## src/rtl/duc_interpolator.sv

```systemverilog
// duc_interpolator: transmit-side digital up-converter.
// Complex baseband I/Q enters at clk/R through a valid/ready handshake into a
// 2-entry FIFO, is interpolated by R = 2^RLOG2 with a 3-stage CIC per rail,
// mixed to +fs/4 with a multiplier-free quadrature LO and emitted as one
// offset-binary DAC word per clk.
// Build option: define DUC_ROUND_EN to round-half-up with saturation at the CIC
// trim; left undefined, the trim is plain truncation.
// RLOG2 must be >= 2 so that R is a multiple of 4 and the LO phase lines up with
// every rate tick.
module duc_interpolator #(
  parameter int ISZ   = 16,
  parameter int RLOG2 = 5
) (
  input  logic                  clk,
  input  logic                  reset,
  input  logic                  in_valid,
  output logic                  in_ready,
  input  logic signed [ISZ-1:0] in_i,
  input  logic signed [ISZ-1:0] in_q,
  output logic        [ISZ-1:0] out,
  output logic                  out_underflow
);

  // CIC order is fixed; the trim position and bit growth below depend on it.
  localparam int N = 3;
  localparam int W = ISZ + (N - 1) * RLOG2;

  localparam logic signed [ISZ-1:0] S_MAX = {1'b0, {(ISZ-1){1'b1}}};
  localparam logic signed [ISZ-1:0] S_MIN = {1'b1, {(ISZ-1){1'b0}}};

  function automatic logic signed [W-1:0] sext(input logic signed [ISZ-1:0] v);
    return {{(W-ISZ){v[ISZ-1]}}, v};
  endfunction

  function automatic logic signed [ISZ-1:0] sat_neg(input logic signed [ISZ-1:0] v);
    return (v == S_MIN) ? S_MAX : -v;
  endfunction

  // ---------------------------------------------------------------------------
  // Rate divider and LO phase
  // ---------------------------------------------------------------------------
  logic [RLOG2-1:0] div_cnt;
  logic [1:0]       lo_phase;
  logic             tick;

  // The counter wraps naturally at R-1; tick marks the last cycle of each period.
  assign tick = &div_cnt;

  // Divider and LO phase both start at 0, so the phase wraps to 0 on every pop edge.
  // NOTE: sequential state is assigned with <= so every register samples the
  // pre-edge values of the others, independent of statement order.
  always_ff @(posedge clk or negedge reset) begin
    if (!reset) begin
      div_cnt  <= '0;
      lo_phase <= '0;
    end else begin
      div_cnt  <= div_cnt + 1'b1;
      lo_phase <= lo_phase + 2'd1;
    end
  end

  // ---------------------------------------------------------------------------
  // 2-entry input FIFO
  // ---------------------------------------------------------------------------
  logic signed [ISZ-1:0] fifo_i [2];
  logic signed [ISZ-1:0] fifo_q [2];
  logic                  wr_ptr;
  logic                  rd_ptr;
  logic [1:0]            fifo_cnt;
  logic                  empty;
  logic                  push;
  logic                  pop;

  assign empty    = (fifo_cnt == 2'd0);
  assign in_ready = (fifo_cnt != 2'd2);
  assign push     = in_valid & in_ready;
  assign pop      = tick & ~empty;

  // Sample storage is written on push only.
  // NOTE: the storage array has no reset; the pointers and count decide which
  // entries are valid, so clearing the data would buy nothing.
  always_ff @(posedge clk) begin
    if (push) begin
      fifo_i[wr_ptr] <= in_i;
      fifo_q[wr_ptr] <= in_q;
    end
  end

  // Pointer and occupancy bookkeeping; simultaneous push/pop leaves the count alone.
  always_ff @(posedge clk or negedge reset) begin
    if (!reset) begin
      wr_ptr   <= 1'b0;
      rd_ptr   <= 1'b0;
      fifo_cnt <= 2'd0;
    end else begin
      if (push) wr_ptr <= ~wr_ptr;
      if (pop)  rd_ptr <= ~rd_ptr;
      fifo_cnt <= fifo_cnt + {1'b0, push} - {1'b0, pop};
    end
  end

  // ---------------------------------------------------------------------------
  // CIC interpolator, rail 0 = I, rail 1 = Q
  // A popped sample passes six registers on its way to out:
  // x_reg -> stuff -> int1 -> int2 -> int3 -> out.
  // ---------------------------------------------------------------------------
  logic                tick_d;
  logic signed [W-1:0] x_reg [2];
  logic signed [W-1:0] dly1  [2];
  logic signed [W-1:0] dly2  [2];
  logic signed [W-1:0] dly3  [2];
  logic signed [W-1:0] c1    [2];
  logic signed [W-1:0] c2    [2];
  logic signed [W-1:0] c3    [2];
  logic signed [W-1:0] stuff [2];
  logic signed [W-1:0] int1  [2];
  logic signed [W-1:0] int2  [2];
  logic signed [W-1:0] int3  [2];

  // Pop the FIFO head (or zeros on underflow) into the comb input register.
  always_ff @(posedge clk or negedge reset) begin
    if (!reset) begin
      tick_d        <= 1'b0;
      out_underflow <= 1'b0;
      x_reg[0]      <= '0;
      x_reg[1]      <= '0;
    end else begin
      tick_d        <= tick;
      out_underflow <= tick & empty;
      if (tick) begin
        x_reg[0] <= empty ? '0 : sext(fifo_i[rd_ptr]);
        x_reg[1] <= empty ? '0 : sext(fifo_q[rd_ptr]);
      end
    end
  end

  // Comb chain (M = 1) as combinational differences against the delay registers.
  always_comb begin
    for (int r = 0; r < 2; r++) begin
      c1[r] = x_reg[r] - dly1[r];
      c2[r] = c1[r]    - dly2[r];
      c3[r] = c2[r]    - dly3[r];
    end
  end

  // Combs advance once per input sample (the cycle after the pop); the zero
  // stuffer passes their result for that one cycle and zero for the other R-1.
  // Integrators run every clk and wrap at W bits by design.
  always_ff @(posedge clk or negedge reset) begin
    if (!reset) begin
      for (int r = 0; r < 2; r++) begin
        dly1[r]  <= '0;
        dly2[r]  <= '0;
        dly3[r]  <= '0;
        stuff[r] <= '0;
        int1[r]  <= '0;
        int2[r]  <= '0;
        int3[r]  <= '0;
      end
    end else begin
      for (int r = 0; r < 2; r++) begin
        if (tick_d) begin
          dly1[r] <= x_reg[r];
          dly2[r] <= c1[r];
          dly3[r] <= c2[r];
        end
        stuff[r] <= tick_d ? c3[r] : '0;
        int1[r]  <= int1[r] + stuff[r];
        int2[r]  <= int2[r] + int1[r];
        int3[r]  <= int3[r] + int2[r];
      end
    end
  end

  // ---------------------------------------------------------------------------
  // Trim to ISZ bits (DC gain R^(N-1) removed), fs/4 mix, offset-binary output
  // ---------------------------------------------------------------------------
  logic signed [ISZ-1:0] trimmed [2];
  logic signed [ISZ-1:0] mixed;
`ifdef DUC_ROUND_EN
  logic        [ISZ:0]   rnd [2];
`endif

  // Trim each rail; rounding adds the first discarded bit, which equals adding
  // half an output LSB before truncation.
  // NOTE: every branch of a combinational block assigns its outputs, otherwise
  // synthesis would infer a latch to hold the old value.
  always_comb begin
    for (int r = 0; r < 2; r++) begin
`ifdef DUC_ROUND_EN
      rnd[r] = {int3[r][W-1], int3[r][W-1 -: ISZ]} + {{ISZ{1'b0}}, int3[r][W-ISZ-1]};
      if (rnd[r][ISZ] != rnd[r][ISZ-1]) begin
        trimmed[r] = rnd[r][ISZ] ? S_MIN : S_MAX;
      end else begin
        trimmed[r] = rnd[r][ISZ-1:0];
      end
`else
      trimmed[r] = int3[r][W-1 -: ISZ];
`endif
    end
  end

  // Quadrature LO at fs/4: the sequence cos/-sin only ever takes 0, +1, -1.
  always_comb begin
    unique case (lo_phase)
      2'd0:    mixed = trimmed[0];
      2'd1:    mixed = sat_neg(trimmed[1]);
      2'd2:    mixed = sat_neg(trimmed[0]);
      default: mixed = trimmed[1];
    endcase
  end

  // Register the DAC word; flipping the MSB converts two's complement to offset binary.
  always_ff @(posedge clk or negedge reset) begin
    if (!reset) begin
      out <= {1'b1, {(ISZ-1){1'b0}}};
    end else begin
      out <= {~mixed[ISZ-1], mixed[ISZ-2:0]};
    end
  end

endmodule

```

## config.mk

```make
export PLATFORM = sky130hd
export DESIGN_NAME = duc_interpolator
export DESIGN_NICKNAME = d
export VERILOG_FILES = /design/src/rtl/duc_interpolator.sv
export SDC_FILE = /design/constraint.sdc
export NUM_CORES = 1
export LEC_CHECK = 0
export CORE_MARGIN = 4
export CORE_UTILIZATION = 30
export DETAILED_ROUTE_END_ITERATION = 10
export GPL_ROUTABILITY_DRIVEN = 0
export SYNTH_ARGS = -nofsm -noshare
export SYNTH_HDL_FRONTEND = slang
export SYNTH_SLANG_ARGS = --single-unit
```

## constraint.sdc

```tcl
create_clock -name clk -period 5.62 [get_ports clk]
set_input_delay 1.124 -clock clk [delete_from_list [all_inputs] [get_ports clk]]
set_output_delay 1.124 -clock clk [all_outputs]
set_load 0.01 [all_outputs]
```

==> run notes <==
Implementation results.

The length of routed wiring on met1 is 31.30 mm. The time the worst path needs with I/O delays and setup is 5579 ps. Setup repair after global routing could not meet its margin everywhere. Measured along the x axis, the die boundary spans 322.7 um.

For reference, the final report shows the hold violation count at 0. The cell family contributing the most delay on the critical path is simple AND/OR/NAND/NOR gates. The total die size is 0.1042 sq mm. The highest metal layer used by the detailed router is met4. The main area contributors are sky130_fd_sc_hd__dfrtp_1 (34%), sky130_fd_sc_hd__ha_1 (12%), sky130_fd_sc_hd__edfxtp_1 (6.5%).

On met3, the global router reports a usage of 0.01556. The number of logged tool warnings is 35. The flow ran to the end, and the final reports show no timing, DRC or antenna violations. The longest individual stage delay on the worst path is slightly below 600 ps. The post-cts resize count is 28. The timing-limited maximum frequency is 179.3 MHz. For this design, Yosys synthesis ends with a cell count of 3153. In this run, distinct cell masters in the synthesized netlist total 84.

In this run the most critical hold path is launched from div_cnt[0]. The wire length recorded after detailed routing is 60.96 mm.

Summing all flip-flop and latch instances after layout gives ~0.012 sq mm. After synthesis, the largest family of logic cells by area is AND-OR/OR-AND gates. The buffer_ports step reported a buffer count of 52.

The worst setup path is launched from a flop. The number of tapcells is 1287. The number of global-route vias before repair is 21400.

Including well taps, the total number of placed cells is 4552. Looking at the clock tree report, the root buffer type is sky130_fd_sc_hd__clkbuf_16. The final-layout clock-cell area share is 0.05944. Measured on the finished design, the core utilization comes to 0.3611. Pins over their slew limit in the final report were tallied at 0. The number of buffers created by CTS is 56.
==> images/detail.png <==
Bar = 10 um. Window x 149 to 174, y 213 to 238 um. Cells in gray, sequential cells in the stronger gray; small squares are vias.
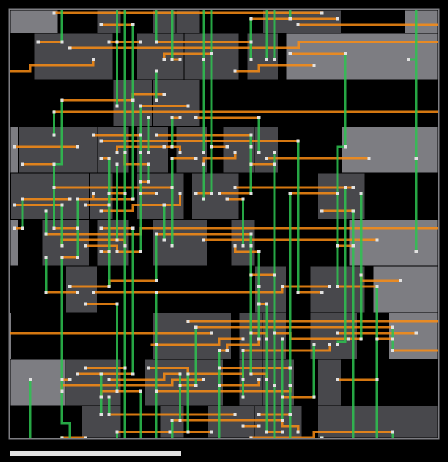
Key: metal 2 = green; metal 1 = orange
Most frequent: nor2_1 (5), ha_1 (5). 41 logic cells have their middle in the window. Sequential cells in the window: 3. Netlist names of flops here include int1 (3).

==> images/sizes.png <==
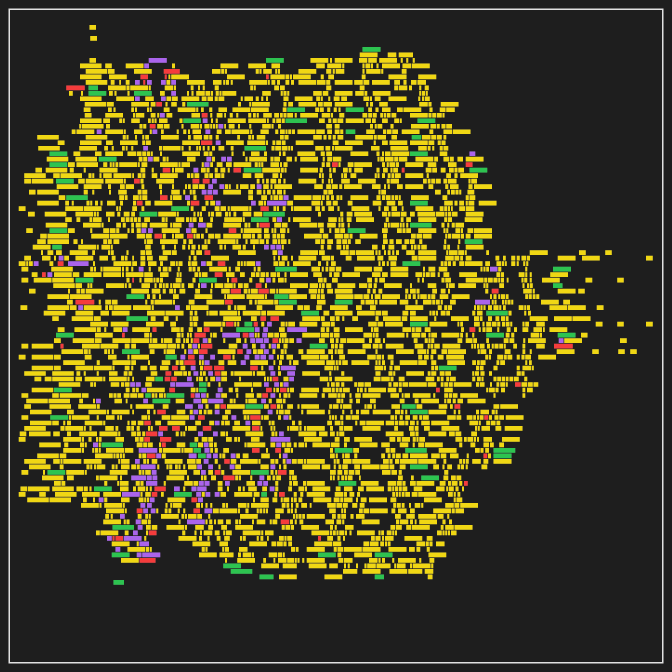
Key: _0 and _1 cells = yellow [cells 3005]; _2 cells = red [cells 113]; _3 and _4 cells = purple [cells 190]; _6 and larger = green [cells 91]
layout buffer count excluding clock buffers: 215
final worst slack: 41.32 ps
layout-stage area growth over the synthesis result: 19.41%
fin area: 0.03549 sq mm

